<file path="src/rtl/mem_io_responder_if.sv">
// CPU-side memory/IO bus: request, access type, data and 4-phase completion.
interface mem_io_responder_if;
  logic        mem_read;
  logic        mem_write;
  logic [2:0]  ram_ctrl;
  logic [31:0] addr;
  logic [31:0] wdata;
  logic [31:0] rdata;
  logic        mio_ready;
  logic        err;

  // CPU controller side
  modport master (
    output mem_read, mem_write, ram_ctrl, addr, wdata,
    input  rdata, mio_ready, err
  );

  // Responder side
  modport slave (
    input  mem_read, mem_write, ram_ctrl, addr, wdata,
    output rdata, mio_ready, err
  );
endinterface

</file>
<file path="src/rtl/mem_io_responder.sv">
// Memory/IO responder: big-endian lane steering, load extension, byte swap,
// and routing to a byte-enabled sync RAM or a req/ack peripheral bus.
module mem_io_responder #(
  parameter int          RAM_AW  = 12,
  parameter int          RD_LAT  = 1,
  parameter logic [3:0]  IO_BASE = 4'hE,
  parameter int          TIMEOUT = 255
) (
  input  logic              clk,
  input  logic              rst,
  mem_io_responder_if.slave bus,
  output logic              o_ram_en,
  output logic [3:0]        o_ram_we,
  output logic [RAM_AW-1:0] o_ram_addr,
  output logic [31:0]       o_ram_din,
  input  logic [31:0]       i_ram_dout,
  output logic              o_io_req,
  output logic              o_io_we,
  output logic [3:0]        o_io_be,
  output logic [31:0]       o_io_addr,
  output logic [31:0]       o_io_wdata,
  input  logic [31:0]       i_io_rdata,
  input  logic              i_io_ack
);

  localparam logic [2:0] S_IDLE  = 3'd0;
  localparam logic [2:0] S_ACC   = 3'd1;
  localparam logic [2:0] S_RWAIT = 3'd2;
  localparam logic [2:0] S_IOREQ = 3'd3;
  localparam logic [2:0] S_DONE  = 3'd4;

  localparam logic [15:0] RD_LAST = 16'(RD_LAT - 1);
  localparam logic [15:0] TO_LAST = 16'(TIMEOUT - 1);

  logic [2:0]  r_state;
  logic [31:0] r_addr, r_wdata, r_rdata;
  logic [2:0]  r_ctrl;
  logic        r_we, r_mio_ready, r_err;
  logic [15:0] r_cnt;

  logic        w_half, w_swap, w_req_half, w_misal;
  logic [3:0]  w_be;
  logic [31:0] w_wdata;
  logic [15:0] w_wh;

  function automatic logic [31:0] swap32(input logic [31:0] d);
    return {d[7:0], d[15:8], d[23:16], d[31:24]};
  endfunction

  // Pick the accessed unit out of a raw word, swap for x types, then extend.
  function automatic logic [31:0] load_fmt(input logic [31:0] raw,
                                           input logic [2:0] ctl,
                                           input logic a1);
    logic [15:0] h;
    h = a1 ? raw[15:0] : raw[31:16];
    if (ctl == 3'b011 || ctl == 3'b101) h = {h[7:0], h[15:8]};
    case (ctl)
      3'b001:         return swap32(raw);
      3'b010, 3'b011: return {{16{h[15]}}, h};
      3'b100, 3'b101: return {16'h0, h};
      default:        return raw;
    endcase
  endfunction

  // Access-type decode of the latched request; 110/111 fall back to Full.
  assign w_half     = r_ctrl inside {3'b010, 3'b011, 3'b100, 3'b101};
  assign w_swap     = r_ctrl inside {3'b001, 3'b011, 3'b101};
  assign w_be       = !w_half ? 4'hF : (r_addr[1] ? 4'h3 : 4'hC);
  assign w_req_half = bus.ram_ctrl inside {3'b010, 3'b011, 3'b100, 3'b101};
  assign w_misal    = w_req_half ? bus.addr[0] : (bus.addr[1:0] != 2'b00);

  // Store data positioned onto the big-endian byte lanes.
  always_comb begin
    w_wh    = w_swap ? {r_wdata[7:0], r_wdata[15:8]} : r_wdata[15:0];
    w_wdata = w_swap ? swap32(r_wdata) : r_wdata;
    if (w_half) w_wdata = r_addr[1] ? {16'h0, w_wh} : {w_wh, 16'h0};
  end

  // Strobes are decoded from state so reset drops them immediately.
  assign o_ram_en   = (r_state == S_ACC);
  assign o_ram_we   = (o_ram_en && r_we) ? w_be : 4'h0;
  assign o_ram_addr = r_addr[RAM_AW+1:2];
  assign o_ram_din  = w_wdata;
  assign o_io_req   = (r_state == S_IOREQ);
  assign o_io_we    = o_io_req & r_we;
  assign o_io_be    = o_io_req ? w_be : 4'h0;
  assign o_io_addr  = r_addr;
  assign o_io_wdata = w_wdata;

  assign bus.rdata     = r_rdata;
  assign bus.mio_ready = r_mio_ready;
  assign bus.err       = r_err;

  // Transaction FSM: latch request, run RAM or IO access, hold result until released.
  always_ff @(posedge clk or posedge rst) begin
    if (rst) begin
      r_state     <= S_IDLE;
      r_addr      <= '0;
      r_wdata     <= '0;
      r_rdata     <= '0;
      r_ctrl      <= '0;
      r_we        <= 1'b0;
      r_mio_ready <= 1'b0;
      r_err       <= 1'b0;
      r_cnt       <= '0;
    end else begin
      case (r_state)
        S_IDLE: if (bus.mem_read || bus.mem_write) begin
          r_addr  <= bus.addr;
          r_wdata <= bus.wdata;
          r_ctrl  <= bus.ram_ctrl;
          r_we    <= bus.mem_write;
          r_cnt   <= '0;
          if (w_misal) begin
            r_rdata <= '0;
            r_err   <= 1'b1;
            r_state <= S_DONE;
          end else if (bus.addr[31:28] == IO_BASE) begin
            r_state <= S_IOREQ;
          end else begin
            r_state <= S_ACC;
          end
        end
        S_ACC: begin
          r_cnt   <= '0;
          r_state <= r_we ? S_DONE : S_RWAIT;
        end
        // Read data is captured on the last latency cycle, with ready in the same edge.
        S_RWAIT: if (r_cnt == RD_LAST) begin
          r_rdata     <= load_fmt(i_ram_dout, r_ctrl, r_addr[1]);
          r_mio_ready <= 1'b1;
          r_state     <= S_DONE;
        end else begin
          r_cnt <= r_cnt + 16'd1;
        end
        S_IOREQ: if (i_io_ack) begin
          if (!r_we) r_rdata <= load_fmt(i_io_rdata, r_ctrl, r_addr[1]);
          r_state <= S_DONE;
        end else if (r_cnt == TO_LAST) begin
          r_rdata <= '0;
          r_err   <= 1'b1;
          r_state <= S_DONE;
        end else begin
          r_cnt <= r_cnt + 16'd1;
        end
        // Raise ready once, then wait for the CPU to drop its request.
        S_DONE: if (!r_mio_ready) begin
          r_mio_ready <= 1'b1;
        end else if (!bus.mem_read && !bus.mem_write) begin
          r_mio_ready <= 1'b0;
          r_err       <= 1'b0;
          r_state     <= S_IDLE;
        end
        default: r_state <= S_IDLE;
      endcase
    end
  end

endmodule

</file>
<file path="src/flat_wrapper.sv">
// flat-port wrapper written by rule: the top's interface ports become plain ports
module mem_io_responder_flat 
#(
  parameter int          RAM_AW  = 12,
  parameter int          RD_LAT  = 1,
  parameter logic [3:0]  IO_BASE = 4'hE,
  parameter int          TIMEOUT = 255
)
  (clk, rst, o_ram_en, o_ram_we, o_ram_addr, o_ram_din, i_ram_dout, o_io_req, o_io_we, o_io_be, o_io_addr, o_io_wdata, i_io_rdata, i_io_ack, bus_mem_read, bus_mem_write, bus_ram_ctrl, bus_addr, bus_wdata, bus_rdata, bus_mio_ready, bus_err);
  mem_io_responder_if bus_i ();
  input  logic clk;
  input  logic rst;
  output logic o_ram_en;
  output logic [3:0] o_ram_we;
  output logic [RAM_AW-1:0] o_ram_addr;
  output logic [31:0] o_ram_din;
  input  logic [31:0] i_ram_dout;
  output logic o_io_req;
  output logic o_io_we;
  output logic [3:0] o_io_be;
  output logic [31:0] o_io_addr;
  output logic [31:0] o_io_wdata;
  input  logic [31:0] i_io_rdata;
  input  logic i_io_ack;
  input wire logic [$bits(bus_i.mem_read)-1:0] bus_mem_read;
  input wire logic [$bits(bus_i.mem_write)-1:0] bus_mem_write;
  input wire logic [$bits(bus_i.ram_ctrl)-1:0] bus_ram_ctrl;
  input wire logic [$bits(bus_i.addr)-1:0] bus_addr;
  input wire logic [$bits(bus_i.wdata)-1:0] bus_wdata;
  output wire logic [$bits(bus_i.rdata)-1:0] bus_rdata;
  output wire logic [$bits(bus_i.mio_ready)-1:0] bus_mio_ready;
  output wire logic [$bits(bus_i.err)-1:0] bus_err;
  assign bus_i.mem_read = bus_mem_read;
  assign bus_i.mem_write = bus_mem_write;
  assign bus_i.ram_ctrl = bus_ram_ctrl;
  assign bus_i.addr = bus_addr;
  assign bus_i.wdata = bus_wdata;
  assign bus_rdata = bus_i.rdata;
  assign bus_mio_ready = bus_i.mio_ready;
  assign bus_err = bus_i.err;
  mem_io_responder #(.RAM_AW(RAM_AW), .RD_LAT(RD_LAT), .IO_BASE(IO_BASE), .TIMEOUT(TIMEOUT)) u_core (.clk(clk), .rst(rst), .bus(bus_i), .o_ram_en(o_ram_en), .o_ram_we(o_ram_we), .o_ram_addr(o_ram_addr), .o_ram_din(o_ram_din), .i_ram_dout(i_ram_dout), .o_io_req(o_io_req), .o_io_we(o_io_we), .o_io_be(o_io_be), .o_io_addr(o_io_addr), .o_io_wdata(o_io_wdata), .i_io_rdata(i_io_rdata), .i_io_ack(i_io_ack));
endmodule
</file>
<file path="config.mk">
export PLATFORM = sky130hd
export DESIGN_NAME = mem_io_responder_flat
export DESIGN_NICKNAME = d
export VERILOG_FILES = /design/src/rtl/mem_io_responder_if.sv /design/src/rtl/mem_io_responder.sv /design/src/flat_wrapper.sv
export SDC_FILE = /design/constraint.sdc
export NUM_CORES = 1
export LEC_CHECK = 0
export CELL_PAD_IN_SITES_DETAIL_PLACEMENT = 0
export CELL_PAD_IN_SITES_GLOBAL_PLACEMENT = 2
export CORE_MARGIN = 5
export CORE_UTILIZATION = 26
export CTS_CLUSTER_DIAMETER = 200
export CTS_CLUSTER_SIZE = 30
export DETAILED_ROUTE_END_ITERATION = 12
export GPL_TIMING_DRIVEN = 0
export PLACE_DENSITY_LB_ADDON = 0.1
export SYNTH_ARGS = -nofsm -noshare
export SYNTH_HDL_FRONTEND = slang
export SYNTH_SLANG_ARGS = --single-unit
</file>
<file path="constraint.sdc">
create_clock -name clk -period 4.2 [get_ports clk]
set_input_delay 0.42 -clock clk [delete_from_list [all_inputs] [get_ports clk]]
set_output_delay 0.42 -clock clk [all_outputs]
set_load 0.01 [all_outputs]
</file>
**Run 1: sequential cells grouped by signal name**

The bar under the picture is 50 um long. Other sequential cells in the stronger gray, the rest of the logic in the fainter gray.
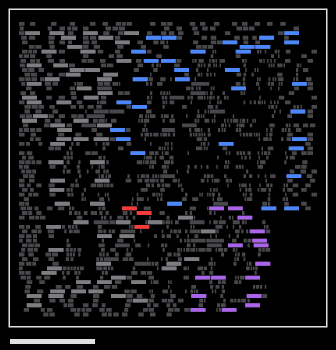
red -> `u_core.r_ctrl`  # placed flops 3
purple -> `u_core.r_cnt`  # placed flops 16, where lower right
blue -> `u_core.bus.rdata`  # placed flops 32
not colored = 70
Util after Layout: 39.5%
Seq. pwr: 1980 uW
Flop area: 0.00303 mm2

**Run 1: signal wires on met1**

The bar under the picture is 50 um long.
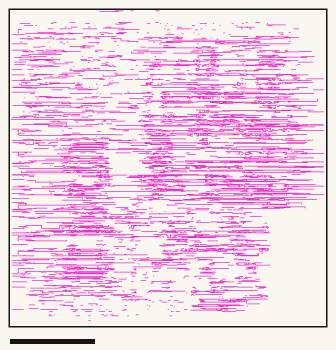
nets with wire on the layer = 1271
longest straight run = 62.1 um
wire length on this layer = 16100 um
main direction = horizontal
share of all routed wire = 44%
global-route met1 utilization: 26.3%
Vias: 8490
total wire length: 37100 um

**Run 1: close-up of the layout**

The bar under the picture is 20 um long. Window x 68 to 118, y 105 to 155 um. Cells in gray, sequential cells in the stronger gray; small squares are vias.
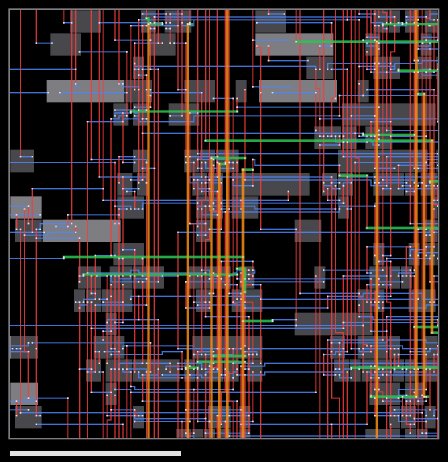
blue -> met1
green -> met3
orange -> met4
red -> met2
netlist names of flops here include = `u_core.bus.rdata` (4)
cells with their middle in the window = 120
sequential cells in the window = 4
most frequent = nor2_1 (30), a21oi_1 (15), nor3_1 (10)

**Run 1: clock wiring as the flow saved it**

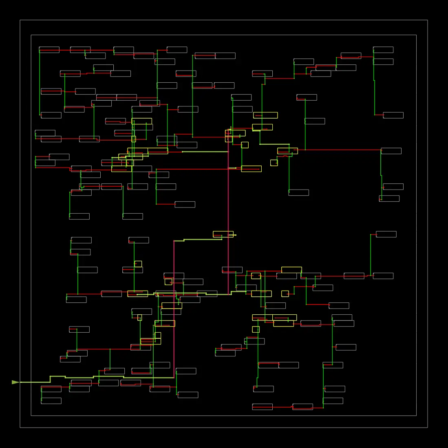
Clock Sink Count: 121
seq_cells: 121
skew final: 0.0167 ns

==> out/metrics.cfg, run 1 <==
[run_status]
status = finished clean

[final_timing]
finalCriticalPeriod_ns = 4.02
tightest_slew_ns = 1.16
setup_viol = 0
hold_slack_ns = 0.407
max_slew_margin_pct = 22.3
final_max_slew_viol_count = 0
period_used_pct = 95.7

[worst_setup_path]
critPathSlowestCell = clkdlybuf4s50_1
cp_num_buf_inv = 7
cp.required_ns = 3.78
crit_path_max_fanout = 10
cpLargestDelayFamily = buffers and inverters
cpMostUsedCell = clkbuf_1
path_cells = clkbuf_1, inv_1, ha_1, clkbuf_1, clkbuf_4, nand2_2, clkbuf_2, o22ai_1, a21oi_1, buf_4, clkdlybuf4s50_1
path_class = reg -> out
ff2ff_setup_slack_ns = 0.71

[synth]
yosysWarnings = 0
syn_avg_cell_area_um2 = 8.45
common_cells = nor2_1, dfrtp_1, a21oi_1
edf_count = 0
synth_area_mm2 = 0.00809
ys_ff = 121
ys_top_cells_by_area = dfrtp_1, mux2_2, nor2_1, a21oi_1, buf_4
top_area_cell = dfrtp_1
yosysCellCount = 957
syn_inst = 957
top_cell = nor2_1
yosys-stat-area_mm2 = 0.00809
ys_types = 64

[global_routing]
met3_usage_pct = 6.07
grt_overflow = 0
busiest_layer = met2
grt_pass1_vias = 8863
antenna_found_initial = 3
grt_use_met2_pct = 34.5
track_usage_pct = 20.7
grt_start_max_net_pins = 77
grt_pass1_wl_um = 56000

[power_and_ir_drop]
ir_worst_vdd_mv = 0.691
p_leak_uw = 0.00493
powerDensity_mw_per_mm2 = 958

[floorplanning]
core-area_mm2 = 0.0307
die_x_um = 186
chip_area_mm2 = 0.0347
row_count = 64
dieHeight_um = 186
n_tap_cell = 396
fp_util_pct = 26.4
num_io_pins = 289

[place]
dpl_cell_area_mm2 = 0.0115
dpl.cell_count = 1642
port_buffers = 288
place_congestion = 0.862
dp_hpwl_um = 27800

[layout]
signal_buffers = 406
nMultiInputCombCells = 702
inverters = 15
combAreaFraction_pct = 36.0
nonClkBufAreaFrac_pct = 29.4
final_cell_count_no_fill = 1672
most-common-layout-cells = clkdlybuf4s50_1, nor2_1, dfrtp_1
diodes = 0
nets = 1404
clock_buffers = 17
logic_area_mm2 = 0.00437
fillers = 3146
largestClassByArea = logic gates
area_growth_pct = 49.9

[cts]
htreeDepth = 4
cts_made_buffers = 17
clockBufferDepth = 2
cts_tree = built
clkTransAtPathRegs_ns = 0.06
cts_hold_buf = 0

[worst_hold_path]
hold_class = in -> async

[job]
tool_warnings = 30

[drt]
met1_length_um = 16100
drtIter0Drc = 570
avgRoutedWirePerCell_um = 22.2
dr.pass1.iters = 5
dr.max_layer_used = met5

run 1: power breakdown:
group	switching (uW)	total (uW)	internal, uW
clock network	633	1580	948
logic	4170	8060	3890
registers	373	1980	1610
run 1: kinds of logic after synthesis:
family / after synthesis / synth area share, %
XOR/XNOR: 3 / 0.325
adder cells (fa/ha/maj): 5 / 0.774
AND-OR/OR-AND: 302 / 23.5
buffers and inverters: 134 / 8.71
flip-flops: 121 / 37.4
AND/OR/NAND/NOR: 294 / 15.9
multiplexers: 98 / 13.3
run 1: repair_timing:
item | in CTS | in global routing
gates resized | 4 | 6
gates cloned | 0 | 0
pin swaps | 0 | 0
setup endpoints to repair | 58 | 40
buffers inserted | 0 | 0
run 1: metrics by stage:
| stage | util, % | total power, uW |
|---|---|---|
| floorplan | - | 6250 |
| global placement | 37.4 | 10000 |
| detailed placement | 37.5 | 10000 |
| CTS | 39.5 | 11700 |
| global route | 39.5 | 12400 |
| finish | 39.5 | 11600 |
run 1: path summary, 6_finish.rpt:
| path | startpoint | end | cells past startpoint |
|---|---|---|---|
| worst max-delay path | u_core.r_ctrl[1]$_DFFE_PP0P_ | o_ram_din[21] | 11 |
| worst min register to register | u_core.bus.rdata[26]$_DFFE_PP0P_ | u_core.bus.rdata[26]$_DFFE_PP0P_ | 1 |
| min in group clk | u_core.bus.rdata[26]$_DFFE_PP0P_ | u_core.bus.rdata[26]$_DFFE_PP0P_ | 1 |
| worst max register to register | u_core.r_state[1]$_DFFE_PP0P_ | u_core.bus.rdata[5]$_DFFE_PP0P_ | 9 |
| max in group asynchronous | rst | u_core.bus.rdata[21]$_DFFE_PP0P_ | 3 |
| worst min-delay path | rst | u_core.o_io_addr[0]$_DFFE_PP0P_ | 2 |
--- run 2 (diff from run 1) ---
--- a/config.mk
+++ b/config.mk
@@ -12,7 +12,7 @@
 export CTS_CLUSTER_DIAMETER = 200
 export CTS_CLUSTER_SIZE = 30
 export DETAILED_ROUTE_END_ITERATION = 12
-export GPL_TIMING_DRIVEN = 0
+export GPL_TIMING_DRIVEN = 1
 export PLACE_DENSITY_LB_ADDON = 0.1
 export SYNTH_ARGS = -nofsm -noshare
 export SYNTH_HDL_FRONTEND = slang
**Run 2: signal wires on met1**

The bar under the picture is 50 um long.
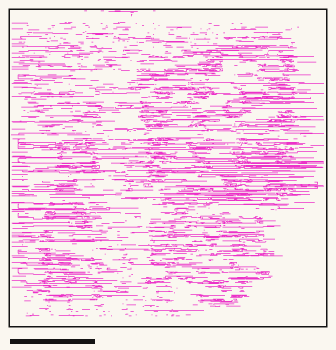
longest straight run = 54.7 um
main direction = horizontal
share of all routed wire = 44%
Vias: 8129
global-route met1 utilization: 24.3%
total wire length: 33900 um

==> run 2 against run 1 <==
  * Cell count fell by 5.7%
  * Clock power barely moved
  * Die size did not move
  * Wire length fell by 8.7%
  * First-iteration DRC count fell by 27%
  * Design area fell by 3.9%
  * Synthesized cell count did not move
  * Sequential cell count did not move
  * Power fell by 8.3%
  * Critical endpoint unchanged
  * Highest routed layer unchanged
==> out/metrics.cfg, run 2 <==
[global_routing]
grt_pass1_wl_um = 52500
antenna_found_initial = 3
grt_start_max_net_pins = 72
grt_pass1_vias = 8433
grt_overflow = 0

[power_and_ir_drop]
cell_internal_pwr_uw = 5880
switchingPower_uw = 4770
combPwrFrac_pct = 65.6
switching_share_pct = 44.8
finalPower_uw = 10700
powerDensity_mw_per_mm2 = 914

[synth]
common_cells = nor2_1, dfrtp_1, a21oi_1
top_cell = nor2_1
yosysCellCount = 957
ys_top_cells_by_area = dfrtp_1, mux2_2, nor2_1, a21oi_1, buf_4
yosys-stat-area_mm2 = 0.00809
yosysWarnings = 0
ys_types = 64
syn_avg_cell_area_um2 = 8.45
top_area_cell = dfrtp_1
ys_ff = 121

[cts]
clockBufferDepth = 2
cts_made_buffers = 17
numClockSinks = 121
htreeDepth = 4
cts.repair.resized = 0

[worst_setup_path]
path_class = reg -> out
cp.required_ns = 3.78
rr_worst_depth = 8
r2r_end = u_core.bus.rdata[11]$_DFFE_PP0P_

[final_timing]
skew_ns = 0.0140
setup_viol = 0
max_slew_margin_pct = 30.2
final_max_slew_viol_count = 0
finalCriticalPeriod_ns = 3.85
period_used_pct = 91.8

[drt]
dr.pass1.iters = 5
drtIter0Drc = 417

[worst_hold_path]
hold_class = in -> async

[layout]
area_growth_pct = 44.1
most-common-layout-cells = clkdlybuf4s50_1, nor2_1, dfrtp_1
diodes = 0
final_core_util_pct = 38.0

[job]
tool_warnings = 29

[run_status]
status = finished clean

[floorplanning]
dieHeight_um = 186
die_x_um = 186
fp_util_pct = 26.4

[run 2: cell counts after synthesis]
No cell type changed its count.
[run 2: power groups by stage]
stage                     clock network [uW]  registers, uW  logic (uW)
after CTS                               1610           2110        7050
final                                   1570           2100        6990
after detailed placement                   0           2120        7000
after global placement                     0           2120        7070
after floorplan                            0           2010        4240
after global routing                    1660           2180        7580
[run 2: cells by family after synthesis]
| family | count (synthesis) | share of synthesized area (%) |
|---|---|---|
| compound gates | 302 | 23.5 |
| simple gates | 294 | 15.9 |
| buf+inv | 134 | 8.71 |
| flops | 121 | 37.4 |
| mux | 98 | 13.3 |
| fa+ha+maj | 5 | 0.774 |
| xor+xnor | 3 | 0.325 |
[run 2: through the flow]
step           instances  setup slack, ns  cell area (um2)
6_report            1577            0.346            11700
5_1_grt             1577            0.105            11700
4_1_cts             1577            0.313            11700
3_5_place_dp        1545            0.784            11100
3_3_place_gp        1545            0.922            11100
2_1_floorplan        957            0.566             8090
[run 2: routing by layer]
| layer | wire length (um) | up-vias | part of all wire [%] | global-route usage [%] |
|---|---|---|---|---|
| met5 | 34 | - | 0.10 | 0 |
| met1 | 14800 | 3937 | 44 | 24.3 |
| met2 | 16100 | 290 | 47 | 30.8 |
| met4 | 518 | 6 | 1.5 | 4.77 |
| li1 | - | 3855 | - | - |
| met3 | 2460 | 41 | 7.3 | 6.00 |
[run 2: cell type report]
class	instances	area (um2)
Fill cell	3174	19000
Multi-Input combinational cell	702	4390
Timing Repair Buffer	311	3080
Sequential cell	121	3030
Tap cell	396	495
Clock buffer	17	425
Clock inverter	15	180
Inverter	15	58.8
[run 2: critical path, cell delays in order (launching register included)]
cell             delay [ns]
dfrtp_1                0.51
inv_1                  0.14
ha_1                   0.54
clkinv_1               0.59
buf_4                  0.41
a21oi_1                0.23
clkdlybuf4s50_1        0.58
Power is estimated from default activity; no workload was simulated.
